===== src/rtl/ring_scan_display_pkg.sv =====
// Shared constants for the ring-scanned 7-segment display: segment patterns,
// controller state encoding and the default digit count.
package scan_pkg;

    localparam int N_DIG_DEF = 4;

    // Segment patterns, bit0 = segment a, active-high logical form
    localparam logic [6:0] SEG_0     = 7'h3F;
    localparam logic [6:0] SEG_1     = 7'h06;
    localparam logic [6:0] SEG_2     = 7'h5B;
    localparam logic [6:0] SEG_3     = 7'h4F;
    localparam logic [6:0] SEG_4     = 7'h66;
    localparam logic [6:0] SEG_5     = 7'h6D;
    localparam logic [6:0] SEG_6     = 7'h7D;
    localparam logic [6:0] SEG_7     = 7'h07;
    localparam logic [6:0] SEG_8     = 7'h7F;
    localparam logic [6:0] SEG_9     = 7'h6F;
    localparam logic [6:0] SEG_DASH  = 7'h40;
    localparam logic [6:0] SEG_BLANK = 7'h00;

    typedef logic [1:0] state_t;

    localparam state_t SYNC  = 2'd0;
    localparam state_t RUN   = 2'd1;
    localparam state_t FAULT = 2'd2;

endpackage


===== src/rtl/ring_scan_display_bcd_to_seg.sv =====
// Combinational BCD to 7-segment decoder; codes 10-15 render as a dash.
module bcd_to_seg
    import scan_pkg::*;
(
    input  logic [3:0] bcd,
    output logic [6:0] seg
);

    always_comb begin
        case (bcd)
            4'd0:    seg = SEG_0;
            4'd1:    seg = SEG_1;
            4'd2:    seg = SEG_2;
            4'd3:    seg = SEG_3;
            4'd4:    seg = SEG_4;
            4'd5:    seg = SEG_5;
            4'd6:    seg = SEG_6;
            4'd7:    seg = SEG_7;
            4'd8:    seg = SEG_8;
            4'd9:    seg = SEG_9;
            default: seg = SEG_DASH;
        endcase
    end

endmodule


===== src/rtl/ring_scan_display.sv =====
// Multiplexes a staged BCD value onto a shared 7-segment bus, one digit per
// ring phase. Optional build macro: LEADING_ZERO_BLANK_EN.
//
// state | meaning
// SYNC  | waiting for the first ring frame start, outputs blank
// RUN   | scanning digits, ring checked every cycle
// FAULT | ring sequence error seen, outputs blank until clr
module ring_scan_display
    import scan_pkg::*;
#(
    parameter int N_DIG   = N_DIG_DEF,
    parameter bit SEG_POL = 1'b0
) (
    input  logic               clk,
    input  logic               clr,
    input  logic [N_DIG-1:0]   ring,
    input  logic               in_valid,
    input  logic [4*N_DIG-1:0] in_data,
    output logic               in_ready,
    output logic [6:0]         seg,
    output logic [N_DIG-1:0]   an,
    output logic               fault,
    output logic               frame_done
);

    localparam logic [N_DIG-1:0] PHASE_FIRST = N_DIG'(1);
    localparam logic [N_DIG-1:0] PHASE_LAST  = N_DIG'(1) << (N_DIG - 1);
    localparam logic [N_DIG-1:0] AN_OFF      = {N_DIG{SEG_POL}};
    localparam logic [6:0]       SEG_OFF     = {7{SEG_POL}};

    state_t             state;
    logic               stage_full;
    logic [4*N_DIG-1:0] stage;
    logic [4*N_DIG-1:0] shadow;
    logic [4*N_DIG-1:0] shadow_view;
    logic [N_DIG-1:0]   prev_ring;
    logic [N_DIG-1:0]   ring_rot;
    logic               frame_start;
    logic               promote;
    logic               accept;
    logic               ring_legal;
    logic               wrap;
    logic [3:0]         digit;
    logic [6:0]         dec_seg;
    logic [6:0]         seg_next;
    logic [N_DIG-1:0]   an_r;
    logic [6:0]         seg_r;
    logic               fault_r;
    logic               frame_done_r;

    assign frame_start = (ring == PHASE_FIRST) && (ring != prev_ring);
    assign promote     = frame_start && stage_full;
    assign accept      = in_valid && !stage_full;
    assign ring_rot    = {prev_ring[N_DIG-2:0], prev_ring[N_DIG-1]};
    assign ring_legal  = (ring == prev_ring) || (ring == ring_rot);
    assign wrap        = (prev_ring == PHASE_LAST) && (ring == PHASE_FIRST);

    // Digit 0 of a new frame must already come from the promoted value
    assign shadow_view = promote ? stage : shadow;

    always_comb begin
        digit = '0;
        for (int i = 0; i < N_DIG; i++) begin
            if (ring[i]) digit = digit | shadow_view[4*i +: 4];
        end
    end

    bcd_to_seg u_dec (
        .bcd (digit),
        .seg (dec_seg)
    );

`ifdef LEADING_ZERO_BLANK_EN
    logic [N_DIG-1:0] lz_blank;
    logic             upper_zero;

    always_comb begin
        lz_blank   = '0;
        upper_zero = 1'b1;
        for (int i = N_DIG - 1; i > 0; i--) begin
            upper_zero  = upper_zero && (shadow_view[4*i +: 4] == 4'd0);
            lz_blank[i] = upper_zero;
        end
        seg_next = (|(ring & lz_blank)) ? SEG_BLANK : dec_seg;
    end
`else
    assign seg_next = dec_seg;
`endif

    always_ff @(posedge clk) begin
        if (clr) begin
            state        <= SYNC;
            stage_full   <= 1'b0;
            stage        <= '0;
            shadow       <= '0;
            prev_ring    <= '0;
            an_r         <= AN_OFF;
            seg_r        <= SEG_OFF;
            fault_r      <= 1'b0;
            frame_done_r <= 1'b0;
        end else begin
            prev_ring <= ring;
            if (promote) begin
                shadow     <= stage;
                stage_full <= 1'b0;
            end else if (accept) begin
                stage      <= in_data;
                stage_full <= 1'b1;
            end

            an_r         <= AN_OFF;
            seg_r        <= SEG_OFF;
            frame_done_r <= 1'b0;
            case (state)
                SYNC: begin
                    if (frame_start) state <= RUN;
                end
                RUN: begin
                    if (ring_legal) begin
                        an_r         <= ring ^ AN_OFF;
                        seg_r        <= seg_next ^ SEG_OFF;
                        frame_done_r <= wrap;
                    end else begin
                        state   <= FAULT;
                        fault_r <= 1'b1;
                    end
                end
                FAULT: begin
                    fault_r <= 1'b1;
                end
                default: begin
                    state   <= FAULT;
                    fault_r <= 1'b1;
                end
            endcase
        end
    end

    assign in_ready   = !stage_full;
    assign seg        = seg_r;
    assign an         = an_r;
    assign fault      = fault_r;
    assign frame_done = frame_done_r;

endmodule


===== config.mk =====
export PLATFORM = sky130hd
export DESIGN_NAME = ring_scan_display
export DESIGN_NICKNAME = d
export VERILOG_FILES = /design/src/rtl/ring_scan_display_pkg.sv /design/src/rtl/ring_scan_display_bcd_to_seg.sv /design/src/rtl/ring_scan_display.sv
export SDC_FILE = /design/constraint.sdc
export NUM_CORES = 1
export LEC_CHECK = 0
export CORE_ASPECT_RATIO = 0.75
export CORE_UTILIZATION = 30
export CTS_CLUSTER_DIAMETER = 50
export DETAILED_ROUTE_END_ITERATION = 10
export HOLD_SLACK_MARGIN = 0.06
export SETUP_SLACK_MARGIN = 0.1
export SLEW_MARGIN = 20
export SYNTH_ARGS = -nofsm -noshare
export SYNTH_HDL_FRONTEND = slang
export SYNTH_SLANG_ARGS = --single-unit

===== constraint.sdc =====
create_clock -name clk -period 7.1 [get_ports clk]
set_input_delay 1.42 -clock clk [delete_from_list [all_inputs] [get_ports clk]]
set_output_delay 1.42 -clock clk [all_outputs]
set_load 0.01 [all_outputs]

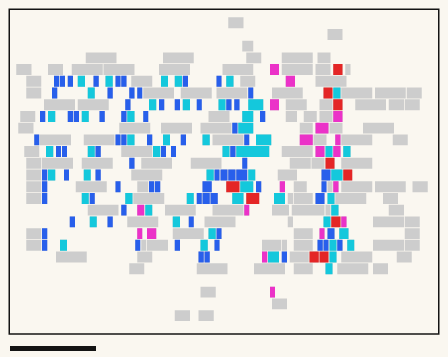
Fig. 1. Gate-type map (run 1).
Bar = 20 µm.
Key: and/or cells = red [cells 10]; nand cells = blue [cells 79]; aoi and oai cells = cyan [cells 53]; nor cells = magenta [cells 19]
Non-Filler Instances: 366
combinational fraction of the cell area: 37.62%

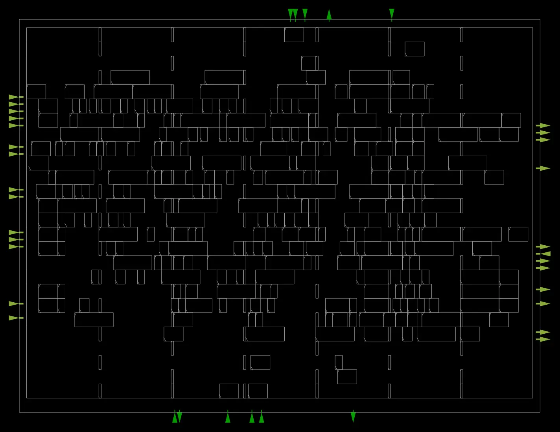
Fig. 2. Placed standard cells (run 1).
number of flip-flops and latches: 52
well tap count: 84
number of fill cells in the layout: 713
final cell utilization of the core: 38.32%

==> impl_metrics.toml, run 1 <==
# synthesis and place-and-route metrics
[run_status]
run_status = "completed"

[floorplanning]
floorplan.initialDensity_pct = 31.23
top_level_ports = 37
die_h_um = 75.03
die.size.x_um = 99.37
die-area_mm2 = 0.007456
core_mm2 = 0.006832
floorplan.rows = 26

[run]
maxCapViolCount = 0
warning_count = 32

[clock_network]
cts_post_setup_buffers_inserted = 0
tritoncts = "built"
post_cts.resized_instances = 0
clkSinkCount = 52
htree_num_levels = 2
numCtsBuffers = 5
cts-root-buf = "clkbuf_8"
holdBufCountCts = 0
worst_skew_pair.late_latency_ps = 310
clk_path_buf_depth = 2
cts.reportedPaths.clkPinSlew_ps = 100

[global_routing]
grt_remaining_overflow = 0
largest_net_degree_at_the_start_of_global_routing = 43
grt_pass1_vias = 1471
antenna_found_initial = 0
grt_use_total_pct = 12.62
grt_pass1_wl_mm = 7.189

[synth]
syn_nets = 284
aoi_share_pct = 15.72
simple_gate_share_pct = 22.52
ys_sh_mux_pct = 0.5279
syn_area_mm2 = 0.002133
yosys_register_bits = 52
synthMostInstantiatedCell = "nand2_1"
largest_area_cell = "dfxtp_1"
ys_cells = 254
syn_inst = 254
netlist-cell-type-count = 34
synthTopCellsByCount = "70 x nand2_1, 52 x dfxtp_1, 39 x a21oi_1"
synth.top_cell.area_share_pct = 48.80
synth_sequential_area_ratio_pct = 48.80
topCombFamilyByArea = "simple AND/OR/NAND/NOR gates"
synth.top_cells.by_area = "dfxtp_1 49%, nand2_1 12%, a21oi_1 9.1%"
synthArstFlopShare_pct = 0
number_of_flops_mapped_to_enable_cells_by_yosys = 0
yosys.stat.chipArea_mm2 = 0.002133
yosys_most_used_dff = "dfxtp_1"
synth.cellmix.adderShare_pct = 4.106
post_synth.cell_area_avg_um2 = 8.399
synth-xor-area-share_pct = 3.284
synth-warning-count = 0

[sta]
worst_slack_ps = 2830
hold_viol = 0
timing.max_slew.rel_slack_pct = 35.50
whs_ps = 458.1
final_layout_setup_total_negative_slack_ps = 0
final_period_minus_worst_setup_slack_ps = 4270
finalClockSkew_ps = 7.654
clock.fmax_mhz = 234.2
setup_violators_final = 0
rsz_0062_raised_after_global_routing = "no"
worst_slew_pin_slew_ps = 965.5
period_used_pct = 60.13
maxSlewViolCount = 0

[worst_setup_path]
critPathArrivalTime_ps = 4480
crit_required_ps = 7310
critPathCaptureType = "flip-flop"
rr_worst_depth = 10
path_max_fanout = 16
series_of_cell_instances_along_the_critical_path = "clkdlybuf4s50_1, xor2_1, o41a_4, nand2_2, a21boi_1, o21bai_1, inv_1, ha_1, mux2_2, a22oi_1, nor2_1"
critPathKind = "in2reg"
cp-start-kind = "input port"
critical_path.max_stage_delay_ps = 580
critPathSlowestCell = "clkdlybuf4s50_1"

[place]
io_buffers = 36
gp_congestion = 0.8150
dp_hpwl_mm = 3.233
dp_slack_ps = 2502

[detailed_routing]
drt.antenna.violating_nets = 0
dr.pass1.iters = 4
finalWirelength_mm = 4.450
detailedRoute.firstIterationViolations = 111
remaining_drc_errors = 0
vias = 1660
wl_per_cell_um = 12.16
avgViaCountPerCell = 4.536

[min_path]
holdPathStages = 2
holdCritPathClass = "reg2reg"

[final_layout]
drive_gt1_share_pct = 5.319
antenna_cells_inserted = 0
layout.nets = 311
syn2layout_area_growth_pct = 22.70

[power]
fin_total_pwr_uw = 521.8
ir_drop_mv = 0.07337
p_leak_uw = 0.0009566
power.density_cell_area_mw_per_mm2 = 199.3
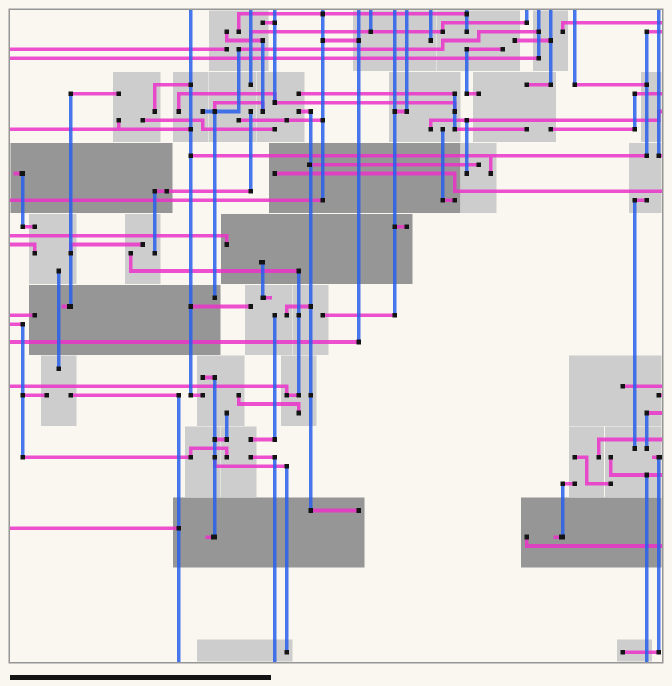
Fig. 3. Layout detail (run 1).
Bar = 10 µm. Region (37, 10) to (62, 35) µm. Cells in grey, sequential cells in the stronger grey; small squares are vias.
Key: metal 2 = blue; metal 1 = magenta
Most frequent: nand2_1 (8), dfxtp_1 (6), a21oi_1 (4). Sequential cells in the window: 6. 29 logic cells have their middle in the window. Netlist names of flops here include stage (3), shadow (2).

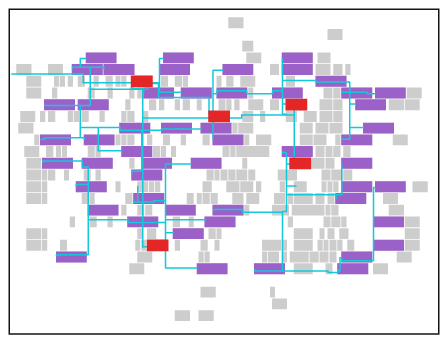
Fig. 4. Clock distribution (run 1).
Key: flip-flops = purple [count 52]; clock wires = cyan [length 629 µm]; clock drivers = red [count 5]
There are 6 routed clock nets.
Power Clock: 174 µW
Clk pwr share: 33.3%

==> run 1: worst max-delay path: cells and delay by family <==
family,cells,cell delay [ps]
AOI/OAI and AO/OA,4,1170
xor gates and xnor gates,1,260
adders and majority gates,1,270
buffers and inverters,2,760
muxes,1,270
and+or+nand+nor,2,320
==> run 1: stage by stage <==
stage / cell area, µm² / std cells
2_1_floorplan: 2133 / 254
3_3_place_gp: 2525 / 358
3_5_place_dp: 2525 / 358
4_1_cts: 2618 / 366
5_1_grt: 2618 / 366
6_report: 2618 / 366
==> run 1: worst paths after layout <==
| check | start | to | slack (ps) |
|---|---|---|---|
| hold / removal | stage[15] | shadow[15] | 460 |
| hold reg to reg | stage[15] | shadow[15] | 460 |
| setup reg to reg | prev_ring[1] | seg[4] | 4270 |
| setup / recovery | ring[1] | seg[4] | 2830 |
==> run 1: cells by family (layout without fill, tap and decap cells) <==
logic type	count (synthesis)	count (layout)
compound gates	54	54
xor+xnor	8	8
fa+ha+maj	7	7
buf+inv	24	52
flops	52	52
mux	1	1
simple gates	108	108
==> run 1: flip-flops by register name, indices dropped and copies added, names as in the netlist <==
| register | count |
|---|---|
| an | 4 |
| prev_ring | 4 |
| stage_full | 1 |
| fault | 1 |
| seg | 7 |
| state | 2 |
| frame_done | 1 |
| stage | 16 |
| shadow | 16 |
==> run 1: report_power, final <==
part	switching, µW	leakage (µW)	internal (µW)
logic	22.2	0.000493	20.8
registers	5.95	0.000423	299
clock network	104	0.0000404	70.0
==> run 1: layout make-up <==
class / count / area, µm²
Inverter: 7 / 26.28
Timing Repair Buffer: 37 / 367.9
Multi-Input combinational cell: 178 / 984.7
Sequential cell: 52 / 1041
Clock inverter: 3 / 23.77
Fill cell: 713 / 4214
Clock buffer: 5 / 68.82
Tap cell: 84 / 105.1
==> run 1: cells in the final DEF, fill, tap and decap left out, drive strengths merged, types with 3 or more instances in the layout <==
master / n
xor2: 8
clkbuf: 5
ha: 7
inv: 7
nand2: 71
and2: 5
dfxtp: 52
or3: 3
nor2: 9
a21oi: 40
a222oi: 3
nor2b: 4
clkdlybuf4s50: 36
o21ai: 3
nand3: 5
==> run 1: routing by layer <==
layer	wire (µm)	share of wire, %	global-route usage, %
met1	2330	52	17.46
met4	36	0.81	4.412
met3	230	5.2	3.343
met5	0	0	0
met2	1852	42	19.21
Fig. 5: run 1, signal metal coverage by tile
The die is cut into 20 by 15 equal tiles; black is low, pale yellow is high, scaled to the fullest tile. Values are wire area over tile area, all layers added.
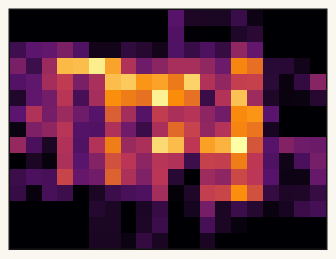

==> run 2, diff against run 1 <==
clock period = 4.18 ns   (was 7.1 ns; I/O delays follow)
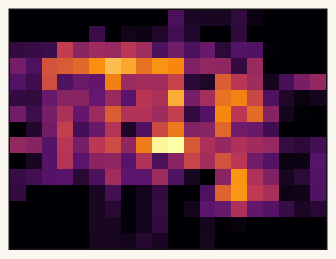
Fig. 6. Signal metal coverage by tile (run 2).
The die is cut into 20 by 15 equal tiles; black is low, pale yellow is high, scaled to the fullest tile. Values are wire area over tile area, all layers added.
The fullest tile reaches 0.40. 12% of the tiles are over half the peak. The densest ninth of the die: centre. The mean over all tiles is 0.091. 28% of the tiles are nearly empty. The emptiest ninth of the die: south-west.
post-detailed-routing wire length: 4.284 mm
number of vias after detailed routing: 1700
average wire per cell in the routed design: 11.67 µm

==> impl_metrics.toml, run 2 <==
# synthesis and place-and-route metrics
[synth]
yosys_register_bits = 52
netlist-cell-type-count = 34
number_of_flops_mapped_to_enable_cells_by_yosys = 0
ys_cells = 254
synth-warning-count = 0
synth_sequential_area_ratio_pct = 48.80
synthMostInstantiatedCell = "nand2_1"
synthTopCellsByCount = "70 x nand2_1, 52 x dfxtp_1, 39 x a21oi_1"
largest_area_cell = "dfxtp_1"
synthArstFlopShare_pct = 0
synth.top_cell.area_share_pct = 48.80
syn_inst = 254
syn_nets = 284
yosys.stat.chipArea_mm2 = 0.002133
syn_area_mm2 = 0.002133

[min_path]
holdPathStages = 2
source_of_the_worst_hold_timing_path = "stage[5]"
min_to = "stage[5]"
holdCritPathClass = "reg2reg"

[power]
power.net_switching_uw = 213.6
cell_int_power_uw = 663.9
seq_power_share_pct = 59.1
power.combinational.fraction_pct = 8.3
ir_drop_mv = 0.1312
power.density_cell_area_mw_per_mm2 = 334.4

[detailed_routing]
dr_wl_met2_mm = 1.730
remaining_drc_errors = 0
dr.pass1.iters = 4
routed.top_layer = "met4"

[sta]
setup_violators_final = 0
timing.max_slew.rel_slack_pct = 34.07
maxSlewViolCount = 0
final_layout_setup_total_negative_slack_ps = 0
clock.fmax_mhz = 289.5
final_period_minus_worst_setup_slack_ps = 3454
period_used_pct = 82.64
rsz_0062_raised_after_global_routing = "no"

[run]
warning_count = 32
maxCapViolCount = 0

[floorplanning]
floorplan.initialDensity_pct = 31.23
die_h_um = 75.03
top_level_ports = 37
die.size.x_um = 99.37
floorplan.rows = 26

[clock_network]
clk_path_buf_depth = 2
cts-root-buf = "clkbuf_8"
clkSinkCount = 52
post_cts.resized_instances = 0
worst_skew_pair.late_latency_ps = 310
numCtsBuffers = 5
cts.reportedPaths.clkPinSlew_ps = 90

[worst_setup_path]
cp-start-kind = "input port"
critPathKind = "in2reg"
path_max_fanout = 9

[global_routing]
largest_net_degree_at_the_start_of_global_routing = 43
grt_remaining_overflow = 0
grt_use_total_pct = 12.11
grt_pass1_vias = 1519
grt_pass1_wl_mm = 6.934
antenna_found_initial = 0

[final_layout]
finalCoreUtilization_pct = 38.41
syn2layout_area_growth_pct = 22.99
final_cell_mix = "70 x nand2_1, 52 x dfxtp_1, 39 x a21oi_1"
area.combinational_um2 = 984.7
filler_cell_count = 729
antenna_cells_inserted = 0

[place]
io_buffers = 36
placedInstanceArea_mm2 = 0.002532
dp_hpwl_mm = 3.152
gp_congestion = 0.7688

[run_status]
run_status = "completed"
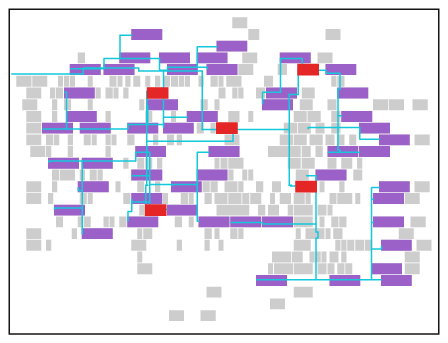
Fig. 7. Clock distribution (run 2).
Key: clock wires = cyan [length 569 µm]; clock drivers = red [count 5]; flip-flops = purple [count 52]
There are 6 routed clock nets.
Power Clock: 286 µW
Clk pwr share: 32.6%

[run 2: worst max-delay path by stage]
stage                     depth (start not counted)      to     from
final                                            11  seg[4]  ring[1]
after global routing                             11  seg[4]  ring[1]
after CTS                                        11  seg[4]  ring[1]
after detailed placement                         11  seg[4]  ring[1]
after global placement                           11  seg[4]  ring[1]
after floorplan                                  11  seg[4]  ring[0]
[run 2: cell families after synthesis]
kind of cell	synth area share (%)
AND-OR/OR-AND	15.72
XOR/XNOR	3.285
adder cells (fa/ha/maj)	4.105
buffers and inverters	5.044
flip-flops	48.80
multiplexers	0.5278
AND/OR/NAND/NOR	22.52
[run 2: critical path: stages]
cell	delay (ps)
clkdlybuf4s50_1	580
nor4b_1	520
o41a_4	310
nand3_1	80
a21boi_1	160
o21bai_1	280
inv_1	170
ha_1	250
mux2_2	260
a22oi_1	150
nor2_1	50
[run 2: layout make-up]
| cell class | instances | area share (%) |
|---|---|---|
| flip-flops and latches | 52 | 39.68 |
| multi-input cells | 178 | 37.53 |
| repair buffers | 38 | 14.31 |
| well taps | 84 | 4.006 |
| clock buffers | 5 | 2.623 |
| inverters | 7 | 1.001 |
| clock inverters | 3 | 0.8584 |
[run 2: power by group through the flow]
stage	Clock, µW	Combinational [µW]	Sequential, µW
3_5_place_dp	0	73.5	530
3_3_place_gp	0	72.1	530
6_report	286	72.8	518
2_1_floorplan	0	45.1	526
5_1_grt	323	80.7	520
4_1_cts	301	73.6	518
[run 2: per-stage QoR]
stage | std cells | hold WS (ps) | total power, µW | setup WS (ps)
6_report | 367 | 458.9 | 877.5 | 725.5
3_3_place_gp | 359 | 442.5 | 601.8 | 554.6
2_1_floorplan | 254 | 432.1 | 571.1 | 1149
5_1_grt | 367 | 474.0 | 923.2 | 526.8
3_5_place_dp | 359 | 446.5 | 603.1 | 387.3
4_1_cts | 367 | 460.6 | 893.1 | 719.4
[run 2: layer usage]
layer,track usage (%),vias to the layer above
li1,-,896
met1,16.47,756
met2,18.44,40
met3,3.250,8
met4,4.902,0
met5,0,-
Fig. 8: run 2, placed standard cells
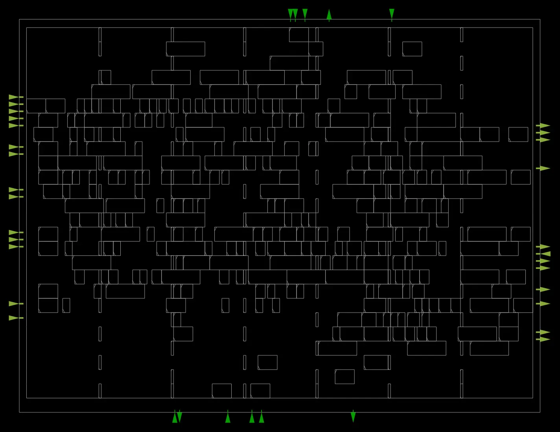

==> run 3, diff against run 2 <==
clock period = 2.8 ns   (was 4.18 ns; I/O delays follow)
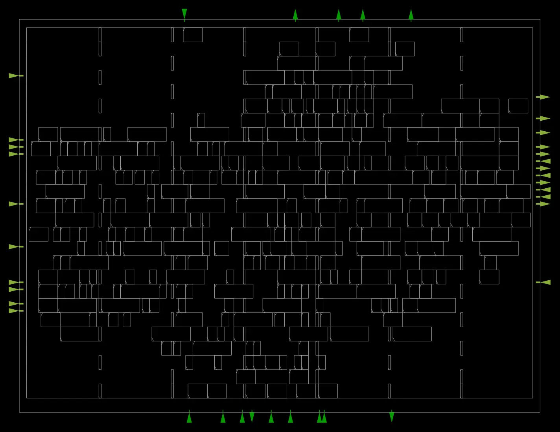
Fig. 9. Placed standard cells (run 3).
standard-cell row count: 26
core region area: 0.006832 mm²
final cell utilization of the core: 41.56%
Non-Filler Instances: 386
sequential portion of the cell area: 36.67%

==> impl_metrics.toml, run 3 <==
# synthesis and place-and-route metrics
[sta]
clock.fmax_mhz = 390.3
setup_violators_final = 0
timing.max_slew.rel_slack_pct = 62.51
rsz_0062_raised_after_global_routing = "no"
maxSlewViolCount = 0
finalClockSkew_ps = 9.299
whs_ps = 451.6
worst_slew_pin_slew_ps = 561.0
final_period_minus_worst_setup_slack_ps = 2562
period_used_pct = 91.51

[clock_network]
cts.reportedPaths.clkPinSlew_ps = 90
numCtsBuffers = 5
holdBufCountCts = 0
htree_num_levels = 2
clk_path_buf_depth = 2
cts-root-buf = "clkbuf_8"
clkSinkCount = 52

[synth]
synth.top_cell.area_share_pct = 48.80
syn_inst = 254
synthArstFlopShare_pct = 0
synth-warning-count = 0
synthTopCellsByCount = "70 x nand2_1, 52 x dfxtp_1, 39 x a21oi_1"
synth_sequential_area_ratio_pct = 48.80
ys_cells = 254
yosys_register_bits = 52
number_of_flops_mapped_to_enable_cells_by_yosys = 0
synthMostInstantiatedCell = "nand2_1"
syn_area_mm2 = 0.002133
yosys.stat.chipArea_mm2 = 0.002133
largest_area_cell = "dfxtp_1"
syn_nets = 284
netlist-cell-type-count = 34
post_synth.cell_area_avg_um2 = 8.399
yosys_most_used_dff = "dfxtp_1"

[worst_setup_path]
setup.worst_path.end = "seg[5]"
critPathSlowestCell = "o41a_4"
crit-reg2reg-capture = "seg[5]"
critical_path.max_stage_delay_ps = 550
r2r-start = "prev_ring[1]"
timing.critical_path.max_delay_family = "AND-OR/OR-AND gates"
path_max_fanout = 6
rr_worst_depth = 8
timing.critical_path.buf_inv = 2
critPathCaptureType = "flip-flop"
cp-start-kind = "input port"
series_of_cell_instances_along_the_critical_path = "dlygate4sd2_1, xor2_1, o41a_4, buf_4, nand3_1, nand3b_1, ha_2, or3_1, a31oi_1"
critPathKind = "in2reg"
reg2reg_setup_slack_ps = 460
cp.depth = 9
crit_required_ps = 3030
critical_path.startpoint = "ring[1]"

[detailed_routing]
dr.pass1.iters = 4
drt.antenna.violating_nets = 0
avgViaCountPerCell = 4.554
detailedRoute.firstIterationViolations = 59
wl_per_cell_um = 11.72
vias = 1758
finalWirelength_mm = 4.523
remaining_drc_errors = 0

[global_routing]
grt_remaining_overflow = 0
largest_net_degree_at_the_start_of_global_routing = 40
grt_pass1_vias = 1652
antenna_found_initial = 0
grt_pass1_wl_mm = 7.383
grt_use_total_pct = 12.95

[floorplanning]
floorplan.initialDensity_pct = 31.23
die.size.x_um = 99.37
top_level_ports = 37
die_h_um = 75.03

[final_layout]
design_area_mm2 = 0.002839
drive_gt1_share_pct = 14.57
syn2layout_area_growth_pct = 33.08
antenna_cells_inserted = 0
final_cell_mix = "70 x nand2_1, 52 x dfxtp_1, 39 x a21oi_1"
mostFrequentLayoutCell = "nand2_1"
filler_cell_count = 702
layout.nets = 331

[min_path]
holdCritPathClass = "reg2reg"

[run]
maxCapViolCount = 0
warning_count = 32

[run_status]
run_status = "completed"

[place]
io_buffers = 36
gp_congestion = 0.8251
dp_hpwl_mm = 3.248
placedInstanceArea_mm2 = 0.002699

[power]
ir_drop_mv = 0.1890
p_leak_uw = 0.001108
fin_total_pwr_uw = 1412
power.density_cell_area_mw_per_mm2 = 497.4
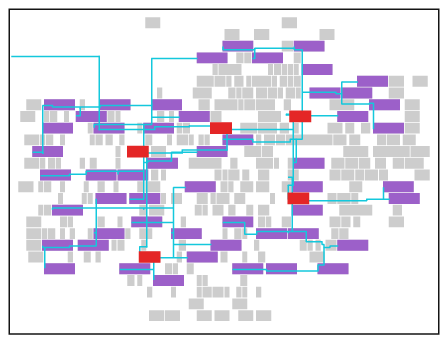
Fig. 10. Clock distribution (run 3).
Key: clock wires = cyan [length 634 µm]; flip-flops = purple [count 52]; clock drivers = red [count 5]
There are 6 routed clock nets.
Power Clock: 515 µW
clock latency reported for the late side of the worst-skew pair: 310 ps

[run 3: cell counts after synthesis]
No cell type changed its count.
[run 3: worst min path at each step]
stage,from,to,depth (start not counted)
floorplan,stage[10],shadow[10],2
detailed placement,fault,fault,2
CTS,fault,fault,2
global placement,fault,fault,2
global route,stage[7],stage[7],2
finish,fault,fault,2
[run 3: final cells by class]
cell class | instances | area, µm² | share of cell area, %
clock buffer | 5 | 68.82 | 2.424
multi-input combinational | 178 | 1035 | 36.45
timing repair buffer | 57 | 520.5 | 18.33
clock inverter | 3 | 42.54 | 1.498
tap | 84 | 105.1 | 3.702
sequential | 52 | 1041 | 36.67
inverter | 7 | 26.28 | 0.9255
[run 3: cells by family (layout without fill, tap and decap cells)]
group | after synthesis | after routing | share of synthesized area (%)
adders and majority gates | 7 | 7 | 4.105
DFF | 52 | 52 | 48.80
and+or+nand+nor | 108 | 108 | 22.52
xor gates and xnor gates | 8 | 8 | 3.285
muxes | 1 | 1 | 0.5278
AOI/OAI and AO/OA | 54 | 54 | 15.72
buffers and inverters | 24 | 72 | 5.044
[run 3: routing by layer]
| metal | global-route usage [%] | vias up | routed length (µm) |
|---|---|---|---|
| li1 | - | 928 | - |
| met1 | 16.48 | 783 | 2232 |
| met2 | 21.14 | 40 | 1962 |
| met3 | 3.528 | 7 | 273 |
| met4 | 5.392 | 0 | 55 |
| met5 | 0 | - | 0 |
[run 3: power by group]
group | total, µW | switching (µW) | internal, µW | leakage, µW
sequential | 774 | 15.4 | 759 | 0.000423
clock | 515 | 250 | 265 | 0.0000541
combinational | 123 | 61.1 | 61.7 | 0.000631
total | 1410 | 327 | 1090 | 0.00111
[run 3: worst reg2reg max path, stage by stage (launching register included)]
cell      delay (ps)
dfxtp_1          360
xor2_1           170
o41a_4           550
buf_4            170
nand3_1           90
nand3b_1         190
ha_2             250
or3_1            370
a31oi_1          130
[run 3: repair_timing]
action                     CTS  global route
pin swaps                    1             3
setup endpoints to repair    4             7
gates resized                3             6
setup buffers                0             1
[run 3: per-stage QoR]
stage,setup WS [ps],setup TNS (ps),instances
3_3_place_gp,-238.4,-1314,377
2_1_floorplan,170.7,0,254
6_report,237.8,0,386
5_1_grt,114.4,0,386
3_5_place_dp,-301.3,-1611,377
4_1_cts,100.5,0,385
Power figures rest on the tool's default switching activity, not on a simulated workload.
